==> src/rtl/if_id_stage.sv <==
// IF/ID pipeline register with a one-entry skid buffer and immediate-format pre-decode.
// The skid absorbs the single fetch already in flight when decode stalls.
module if_id_stage #(
  parameter logic [31:0] RESET_PC = 32'h0100_0000,
  parameter logic [31:0] NOP_INST = 32'h0000_0013
) (
  input  logic        clk,
  input  logic        reset,
  input  logic [31:0] pc_f,
  input  logic [31:0] inst_f,
  input  logic        valid_f,
  input  logic        stall_d,
  input  logic        flush_d,
  output logic        fetch_ready,
  output logic [31:0] pc_d,
  output logic [31:0] inst_d,
  output logic        valid_d,
  output logic [24:0] imm_inst,
  output logic [2:0]  ImmSel,
  output logic [4:0]  rs1_d,
  output logic [4:0]  rs2_d,
  output logic [4:0]  rd_d
);

  typedef enum logic {EMPTY = 1'b0, FULL = 1'b1} skid_state_e;

  localparam logic [2:0] IMM_NONE_BUBBLE = 3'h1;

  skid_state_e state_q, state_d;
  logic [31:0] skid_pc_q, skid_pc_d;
  logic [31:0] skid_inst_q, skid_inst_d;
  logic [31:0] id_pc_q, id_pc_d;
  logic [31:0] id_inst_q, id_inst_d;
  logic        id_valid_q, id_valid_d;
  logic [2:0]  imm_sel_q, imm_sel_d;

  function automatic logic [2:0] imm_sel_of(input logic [6:0] opc, input logic [2:0] f3);
    logic [2:0] sel;
    sel = 3'h7;
    case (opc)
      7'b0010011: sel = (f3 == 3'b001 || f3 == 3'b101) ? 3'h0 : 3'h1;
      7'b0000011,
      7'b1100111: sel = 3'h1;
      7'b0100011: sel = 3'h2;
      7'b1100011: sel = 3'h3;
      7'b1101111: sel = 3'h4;
      7'b0110111,
      7'b0010111: sel = 3'h5;
      default:    sel = 3'h7;
    endcase
    return sel;
  endfunction

  always_comb begin
    state_d     = state_q;
    skid_pc_d   = skid_pc_q;
    skid_inst_d = skid_inst_q;
    id_pc_d     = id_pc_q;
    id_inst_d   = id_inst_q;
    id_valid_d  = id_valid_q;
    imm_sel_d   = imm_sel_q;
    if (flush_d) begin
      // Wrong-path fetch this cycle is dropped along with the skid.
      id_inst_d  = NOP_INST;
      id_valid_d = 1'b0;
      imm_sel_d  = IMM_NONE_BUBBLE;
      state_d    = EMPTY;
    end else if (stall_d) begin
      if (state_q == EMPTY && valid_f) begin
        skid_pc_d   = pc_f;
        skid_inst_d = inst_f;
        state_d     = FULL;
      end
    end else if (state_q == FULL) begin
      id_pc_d    = skid_pc_q;
      id_inst_d  = skid_inst_q;
      id_valid_d = 1'b1;
      imm_sel_d  = imm_sel_of(skid_inst_q[6:0], skid_inst_q[14:12]);
      if (valid_f) begin
        skid_pc_d   = pc_f;
        skid_inst_d = inst_f;
      end else begin
        state_d = EMPTY;
      end
    end else if (valid_f) begin
      id_pc_d    = pc_f;
      id_inst_d  = inst_f;
      id_valid_d = 1'b1;
      imm_sel_d  = imm_sel_of(inst_f[6:0], inst_f[14:12]);
    end else begin
      id_inst_d  = NOP_INST;
      id_valid_d = 1'b0;
      imm_sel_d  = IMM_NONE_BUBBLE;
    end
  end

  always_ff @(posedge clk) begin
    if (reset) begin
      state_q     <= EMPTY;
      skid_pc_q   <= '0;
      skid_inst_q <= NOP_INST;
      id_pc_q     <= RESET_PC;
      id_inst_q   <= NOP_INST;
      id_valid_q  <= 1'b0;
      imm_sel_q   <= IMM_NONE_BUBBLE;
    end else begin
      state_q     <= state_d;
      skid_pc_q   <= skid_pc_d;
      skid_inst_q <= skid_inst_d;
      id_pc_q     <= id_pc_d;
      id_inst_q   <= id_inst_d;
      id_valid_q  <= id_valid_d;
      imm_sel_q   <= imm_sel_d;
    end
  end

  assign fetch_ready = (state_q == EMPTY);
  assign pc_d        = id_pc_q;
  assign inst_d      = id_inst_q;
  assign valid_d     = id_valid_q;
  assign ImmSel      = imm_sel_q;
  assign imm_inst    = id_inst_q[31:7];
  assign rs1_d       = id_inst_q[19:15];
  assign rs2_d       = id_inst_q[24:20];
  assign rd_d        = id_inst_q[11:7];

endmodule

==> config.mk <==
export PLATFORM = sky130hd
export DESIGN_NAME = if_id_stage
export DESIGN_NICKNAME = d
export VERILOG_FILES = /design/src/rtl/if_id_stage.sv
export SDC_FILE = /design/constraint.sdc
export NUM_CORES = 1
export LEC_CHECK = 0
export ABC_AREA = 1
export CORE_MARGIN = 2
export CORE_UTILIZATION = 45
export DETAILED_ROUTE_END_ITERATION = 7
export GPL_ROUTABILITY_DRIVEN = 0
export GPL_TIMING_DRIVEN = 0
export HOLD_SLACK_MARGIN = 0.03
export PLACE_DENSITY = 0.75
export SYNTH_ARGS = -nofsm -noshare
export SYNTH_HDL_FRONTEND = slang
export SYNTH_SLANG_ARGS = --single-unit
==> constraint.sdc <==
create_clock -name clk -period 1.6 [get_ports clk]
set_input_delay 0.32 -clock clk [delete_from_list [all_inputs] [get_ports clk]]
set_output_delay 0.32 -clock clk [all_outputs]
set_load 0.02 [all_outputs]
Run 1, signal wires by layer:
Scale: 2 px per um.
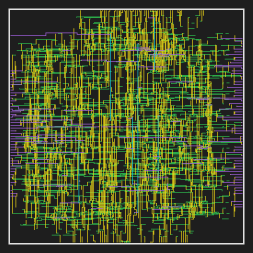
| colour | layer | wire length |
|---|---|---|
| cyan | metal 4 | 252 um |
| purple | metal 3 | 1,260 um |
| yellow | metal 2 | 7,710 um |
| green | metal 1 | 7,260 um |
WL per Instance: 14.2 um
All-Layer GR Usage: 0.245
Vias: 5,826

Run 1, clock routing:
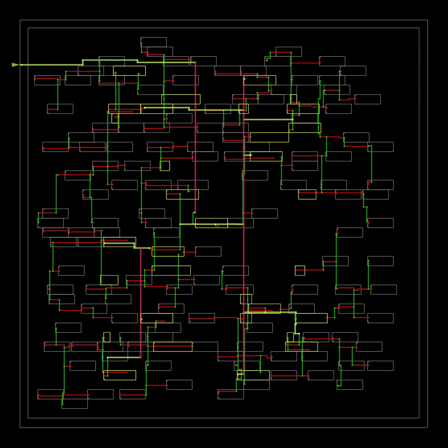
Fin Clk Skew: 0.00646 ns
clock buffers: 19
Clk. pwr: 0.00412 W
Seq cells: 133
clock sink total: 133

Run 1, signal wires on met3:
Scale: 4 px per um.
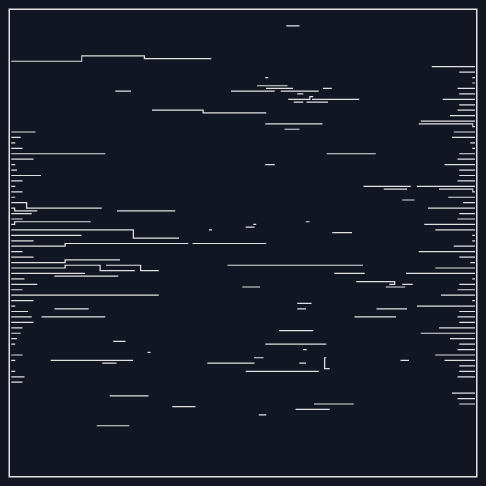
nets with wire on the layer: 148
longest straight run: 36.6 um

Run 1, logic cells by family:
Scale: 2 px per um.
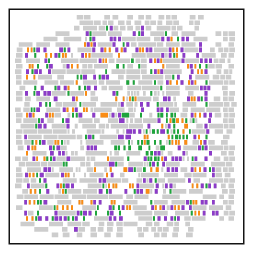
| colour | family | cells | most used | where |
|---|---|---|---|---|
| orange | NOR gates | 134 | nor2_1 | all over the die |
| green | NAND gates | 152 | nand2_1 | all over the die |
| purple | inverting AOI/OAI gates | 236 | o21ai_0 | all over the die |

==> flow_summary.toml, run 1 <==
# generated from flow reports
[clocking]
hold_buffers = 0
cts.path.max_buffers = 2
root_buffer = "clkbuf_16"

[route]
first_iter_violations = 412
ant_nets = 0

[critical_path]
cp_slowest_stage_delay_ns = 0.36
crit_chain = "inv_2, buf_8, clkbuf_16, buf_6"
end_kind = "primary output"
critPathSlowestCell = "dfxtp_4"
cp_max_fo = 10
setup.worst_path.start_class = "flip-flop"

[floorplanning]
die_width_um = 117
num_rows = 41
num_io_pins = 178
initial_core_util = 0.457
die_area_um2 = 13600
die_h_um = 117

[synthesis]
top_cell_area_share = 0.467
largest_area_cell = "dfxtp_1"
synth_cell_types = 26
synth_seq_share = 0.467
ys_warn_count = 0
ys.flops = 133
synth.area.top_cells = "dfxtp_1 47%, o21ai_0 10%, nand2_1 8.8%"
syn_area_um2 = 5700

[cells_and_area]
area_growth_pct = 45.2
lay_top_count = "nand2_1"
drive_gt1_frac = 0.128

[pwr]
clkPwrFrac = 0.462
power.density_nw_per_um2 = 1080
ir_worst_vdd_mv = 0.654

[grt]
grt_pass1_vias = 5320
antenna_found_initial = 0
grt-ovfl-total = 0

[final_timing]
setup_viol = 0
finalCriticalPeriod_ns = 1.55
maxSlewHeadroom = 0.622
report.final.hold_viol_count = 0

[place]
post-dp-hpwl_um = 11700

[outcome]
status = "complete, no violations"
[run 1: final timing paths]
check / end / start / cells after the start
worst max register to register: pc_d[25] / state_q / 4
worst min-delay path: skid_inst_q[4] / inst_f[4] / 3
worst max-delay path: fetch_ready / state_q / 4
worst min register to register: pc_d[24] / pc_d[24] / 2
[run 1: synth_stat cells, drive strengths merged]
| master | instances |
|---|---|
| a21oi | 72 |
| a31oi | 32 |
| buf | 63 |
| clkbuf | 31 |
| dfxtp | 133 |
| inv | 27 |
| nand2 | 135 |
| nand3 | 15 |
| nand3b | 1 |
| nand4 | 1 |
| nor2 | 131 |
| nor3 | 3 |
| o211ai | 1 |
| o21ai | 126 |
| o21bai | 1 |
| o221ai | 3 |
| o311ai | 1 |
| or2 | 1 |
[run 1: power by group through the flow]
stage	clock network [W]	logic (W)	registers, W
after floorplan	0	0.000596	0.00374
after global placement	0	0.00126	0.00366
after detailed placement	0	0.00127	0.00366
after CTS	0.00418	0.00120	0.00359
after global routing	0.00433	0.00134	0.00361
final	0.00412	0.00122	0.00359
[run 1: stage by stage]
stage	total power, W	util	hold slack [ns]	instance area, um2	TNS [ns]
4_1_cts	0.00897	0.659	0.459	8220	0
3_5_place_dp	0.00493	0.616	0.449	7680	-51.06
6_report	0.00893	0.664	0.361	8270	0
2_1_floorplan	0.00434	-	0.433	5700	0
3_3_place_gp	0.00492	0.616	0.447	7680	-49.91
5_1_grt	0.00928	0.664	0.370	8270	-0.00383
[run 1: routing by layer]
| metal | vias to the layer above | part of all wire | track usage |
|---|---|---|---|
| li1 | 2939 | - | - |
| met1 | 2648 | 0.44 | 0.315 |
| met2 | 219 | 0.47 | 0.402 |
| met3 | 20 | 0.076 | 0.0643 |
| met4 | 0 | 0.015 | 0.0825 |
| met5 | - | 0 | 0 |
[run 1: sequential cells by signal, summed over array words and instances, names as in the netlist]
signal,count
valid_d,1
pc_d,32
inst_d,32
skid_pc_q,32
skid_inst_q,32
ImmSel,3
state_q,1
[run 1: kinds of logic after synthesis]
family,after synthesis,share of synthesized area
flip-flops,133,0.467
AND/OR/NAND/NOR,287,0.196
AND-OR/OR-AND,236,0.219
buffers and inverters,121,0.118
[run 1: area by class of cell]
class | count | area (um2)
tap | 172 | 215
timing repair buffer | 180 | 1660
sequential | 133 | 2670
inverter | 27 | 108
buffer | 93 | 617
fill | 1123 | 4190
clock buffer | 19 | 453
clock inverter | 13 | 180
multi-input combinational | 523 | 2380
[run 1: critical path, delay by kind of cell (launching register included)]
kind / cells / cell delay (ns)
DFF: 1 / 0.36
buffers and inverters: 4 / 0.46
[run 1: what timing repair did]
action                                  4_1_cts  5_1_grt
buffers inserted                              0        3
resized                                     127       34
endpoints found under the setup margin      169      104
pin swaps                                     0        1
Run 1, clock wires, drivers and flops:
Scale: 4 px per um.
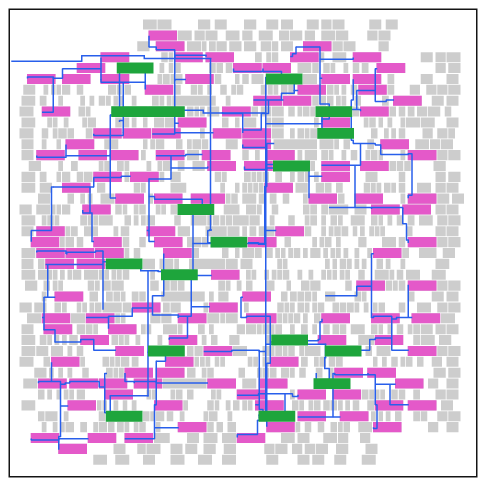

==> inputs of run 2 (changes only) <==
--- a/config.mk
+++ b/config.mk
@@ -6,7 +6,7 @@
 export NUM_CORES = 1
 export LEC_CHECK = 0
 export ABC_AREA = 1
-export CORE_MARGIN = 2
+export CORE_MARGIN = 1.5
 export CORE_UTILIZATION = 45
 export DETAILED_ROUTE_END_ITERATION = 7
 export GPL_ROUTABILITY_DRIVEN = 0
Run 2, clock wires, drivers and flops:
Scale: 4 px per um.
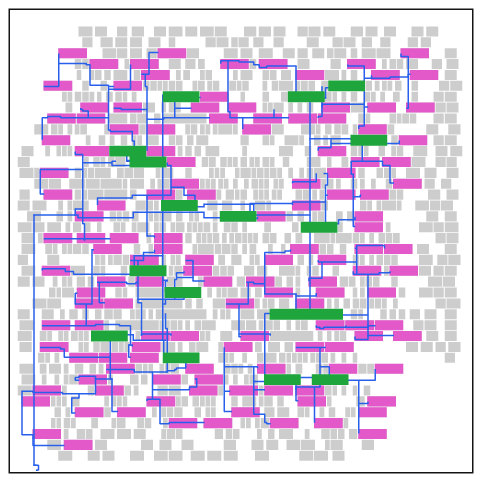
[blue] clock wires | length: 1,620 um
[green] clock drivers | count: 17
[magenta] flip-flops | count: 133
routed clock nets: 18

==> run 2 against run 1 <==
Net effect: critical path type unchanged; utilization rose by 2.0 points; non-clock buffer count rose by 4; combinational power barely moved; global-route usage rose by 0.94 points; worst setup slack got worse by 0.025 ns; count of clock-buffer cells in the layout rose by 1; synthesized cell count did not move; worst hold slack improved by 0.11 ns; sequential cell count did not move; clock power rose by 1%.
==> flow_summary.toml, run 2 <==
# generated from flow reports
[pwr]
clkPwrFrac = 0.463
power.density_nw_per_um2 = 1080
power_w = 0.00899
ir_worst_vdd_mv = 0.585

[final_timing]
setup_viol = 0
report.final.hold_viol_count = 0
finalCriticalPeriod_ns = 1.58
clock-skew-final_ns = 0.00628
hold_slack_ns = 0.468

[cells_and_area]
drive_gt1_frac = 0.127
flop_area_um2 = 2670
final_area_um2 = 8310

[synthesis]
synth.area.top_cells = "dfxtp_1 47%, o21ai_0 10%, nand2_1 8.8%"
synth_seq_share = 0.467
ys_warn_count = 0
ys_dominant_reg_cell = "dfxtp_1"
synth_cell_types = 26
ys.flops = 133
synth-edff-count = 0
syn_area_um2 = 5700

[place]
post-dp-hpwl_um = 11800
place_area_um2 = 7680

[outcome]
status = "complete, no violations"

[clocking]
cts.path.max_buffers = 2
root_buffer = "clkbuf_16"

[grt]
gr-usage-met3 = 0.0549
top_usage_layer = "met2"
use_met2 = 0.399

[route]
first_iter_violations = 430
ant_nets = 0
route.vias.total = 5958

[floorplanning]
num_rows = 40
initial_core_util = 0.468
die_width_um = 116
die_h_um = 116

[critical_path]
critical_path_buf_inv_count = 4
cp_max_fo = 10
cp_slowest_stage_delay_ns = 0.37
path_delay_family = "buffers and inverters"
crit_chain = "inv_2, buf_8, buf_8, buf_4"
run 2: metrics by stage:
step | setup TNS (ns) | utilization
after floorplan | 0 | -
after global placement | -53.87 | 0.631
after detailed placement | -54.89 | 0.631
after CTS | -0.0325 | 0.675
after global routing | -0.123 | 0.684
final | 0 | 0.684
run 2: power groups by stage:
stage / logic, W / clock network (W) / registers, W
3_5_place_dp: 0.00127 / 0 / 0.00366
3_3_place_gp: 0.00126 / 0 / 0.00366
5_1_grt: 0.00136 / 0.00434 / 0.00361
6_report: 0.00124 / 0.00416 / 0.00359
2_1_floorplan: 0.000596 / 0 / 0.00374
4_1_cts: 0.00121 / 0.00417 / 0.00359
run 2: kinds of logic after synthesis:
family,Yosys count,synth area share
AND/OR/NAND/NOR,287,0.196
AND-OR/OR-AND,236,0.219
flip-flops,133,0.467
buffers and inverters,121,0.118
run 2: path summary, 6_finish.rpt:
path	startpoint	to	slack, ns	depth (start not counted)
setup / recovery	state_q	fetch_ready	0.02	4
hold / removal	skid_pc_q[23]	pc_d[23]	0.47	2
setup reg to reg	state_q	pc_d[1]	0.11	6
hold reg to reg	skid_pc_q[23]	pc_d[23]	0.47	2
run 2: layout make-up:
class                      instances  share of cell area
timing repair buffer             183               0.204
buffer                            94              0.0746
inverter                          27              0.0122
clock buffer                      20              0.0549
sequential                       133               0.321
multi-input combinational        523               0.287
clock inverter                    12              0.0214
tap                              168              0.0253
run 2: per-layer routing:
layer / wire (um) / vias up
met2: 7980 / 250
met3: 1160 / 23
met5: 0 / -
met1: 7480 / 2737
li1: - / 2948
met4: 313 / 0
run 2: worst reg2reg max path, cell delays in order, from the launching register on:
cell	delay, ns
dfxtp_4	0.36
inv_2	0.07
buf_8	0.13
buf_12	0.11
clkbuf_1	0.38
nand2_1	0.15
a31oi_1	0.22
run 2: timing repair:
action                     4_1_cts  5_1_grt
hold buffers                     0        0
buffers inserted                 0        6
setup endpoints to repair      184       99
pin swaps                        0        1
resized                        127       38
Run 2, clock routing:
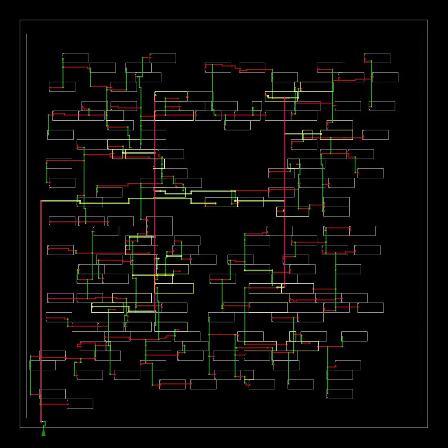

==> inputs of run 3 (changes only) <==
--- a/config.mk
+++ b/config.mk
@@ -6,13 +6,15 @@
 export NUM_CORES = 1
 export LEC_CHECK = 0
 export ABC_AREA = 1
+export CELL_PAD_IN_SITES_DETAIL_PLACEMENT = 1
+export CELL_PAD_IN_SITES_GLOBAL_PLACEMENT = 2
 export CORE_MARGIN = 1.5
-export CORE_UTILIZATION = 45
+export CORE_UTILIZATION = 25
 export DETAILED_ROUTE_END_ITERATION = 7
 export GPL_ROUTABILITY_DRIVEN = 0
 export GPL_TIMING_DRIVEN = 0
 export HOLD_SLACK_MARGIN = 0.03
-export PLACE_DENSITY = 0.75
+export PLACE_DENSITY = 0.76
 export SYNTH_ARGS = -nofsm -noshare
 export SYNTH_HDL_FRONTEND = slang
 export SYNTH_SLANG_ARGS = --single-unit
Run 3, clock routing:
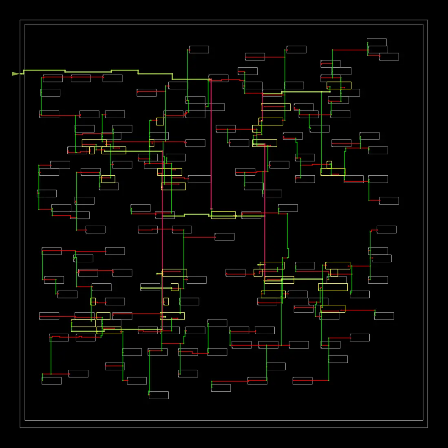
TritonCTS Buffers: 17
Fin Clk Skew: 0.00813 ns
Clock Latency Late Sink: 0.42 ns

==> run 3 against run 2 <==
Net effect: critical endpoint unchanged; sequential cell count stayed put; critical path type unchanged; sequential power hardly changed; first-iteration DRC count is 47% lower; synthesized area stayed put.
==> flow_summary.toml, run 3 <==
# generated from flow reports
[pwr]
clkPwrFrac = 0.457
power_w = 0.00895
ir_worst_vdd_mv = 0.633

[critical_path]
timing.rr.start = "state_q"
critPathLaunch = "state_q"

[clocking]
root_buffer = "clkbuf_16"
cts_num_sinks = 133
hold_buffers = 0

[grt]
grt-ovfl-total = 0

[synthesis]
synth.area.top_cells = "dfxtp_1 47%, o21ai_0 10%, nand2_1 8.8%"
synth_cell_types = 26
syn_area_um2 = 5700

[route]
route.vias.total = 5867
wire_per_inst_um = 16.3

[floorplanning]
num_io_pins = 178
die_h_um = 154

[cells_and_area]
flop_area_um2 = 2670
fillCellCount = 2766

[final_timing]
finalCriticalPeriod_ns = 1.56

[outcome]
status = "complete, no violations"
==> run 3: cell families after synthesis <==
kind of cell,synth area share
buffers and inverters,0.118
and+or+nand+nor,0.196
AOI/OAI and AO/OA,0.219
DFF,0.467
==> run 3: power groups by stage <==
stage | clock (W) | sequential (W) | combinational [W]
final | 0.00409 | 0.00360 | 0.00127
after global routing | 0.00432 | 0.00362 | 0.00140
after CTS | 0.00418 | 0.00360 | 0.00126
after detailed placement | 0 | 0.00367 | 0.00133
after global placement | 0 | 0.00367 | 0.00132
after floorplan | 0 | 0.00374 | 0.000596
==> run 3: worst max-delay path, cell delays in order (launching register included) <==
cell       delay [ns]
dfxtp_4          0.36
inv_2            0.05
buf_8            0.12
clkbuf_16        0.16
buf_6            0.13
==> run 3: what timing repair did <==
item	CTS	global route
cloned	0	1
setup buffers	0	6
pin swaps	0	2
resized	145	52
setup endpoints to repair	215	142
==> run 3: routing by layer <==
metal	vias up	track usage	part of all wire
met5	-	0	0
met4	0	0.0499	0.013
met3	18	0.0476	0.054
met2	152	0.294	0.46
met1	2749	0.234	0.47
li1	2948	-	-
==> run 3: path summary, 6_finish.rpt <==
check	end	cells after the start
setup / recovery	fetch_ready	4
hold / removal	valid_d	2
setup reg to reg	ImmSel[2]	5
hold reg to reg	valid_d	2
==> run 3: final cells by class <==
class | instances | share of cell area
Tap cell | 285 | 0.0421
Buffer | 94 | 0.0760
Clock inverter | 13 | 0.0183
Antenna cell | 1 | 0.000296
Multi-Input combinational cell | 524 | 0.282
Timing Repair Buffer | 183 | 0.201
Sequential cell | 133 | 0.315
Clock buffer | 19 | 0.0535
Inverter | 27 | 0.0123
==> run 3: metrics by stage <==
stage	util	setup slack [ns]	area (um2)	std cells
final	0.376	0.0381	8470	1279
after global routing	0.376	-0.0781	8460	1278
after CTS	0.372	-0.0433	8370	1271
after detailed placement	0.348	-0.660	7830	1239
after global placement	0.348	-0.655	7830	1239
after floorplan	-	0.286	5700	777
Power and IR drop assume default switching activity.
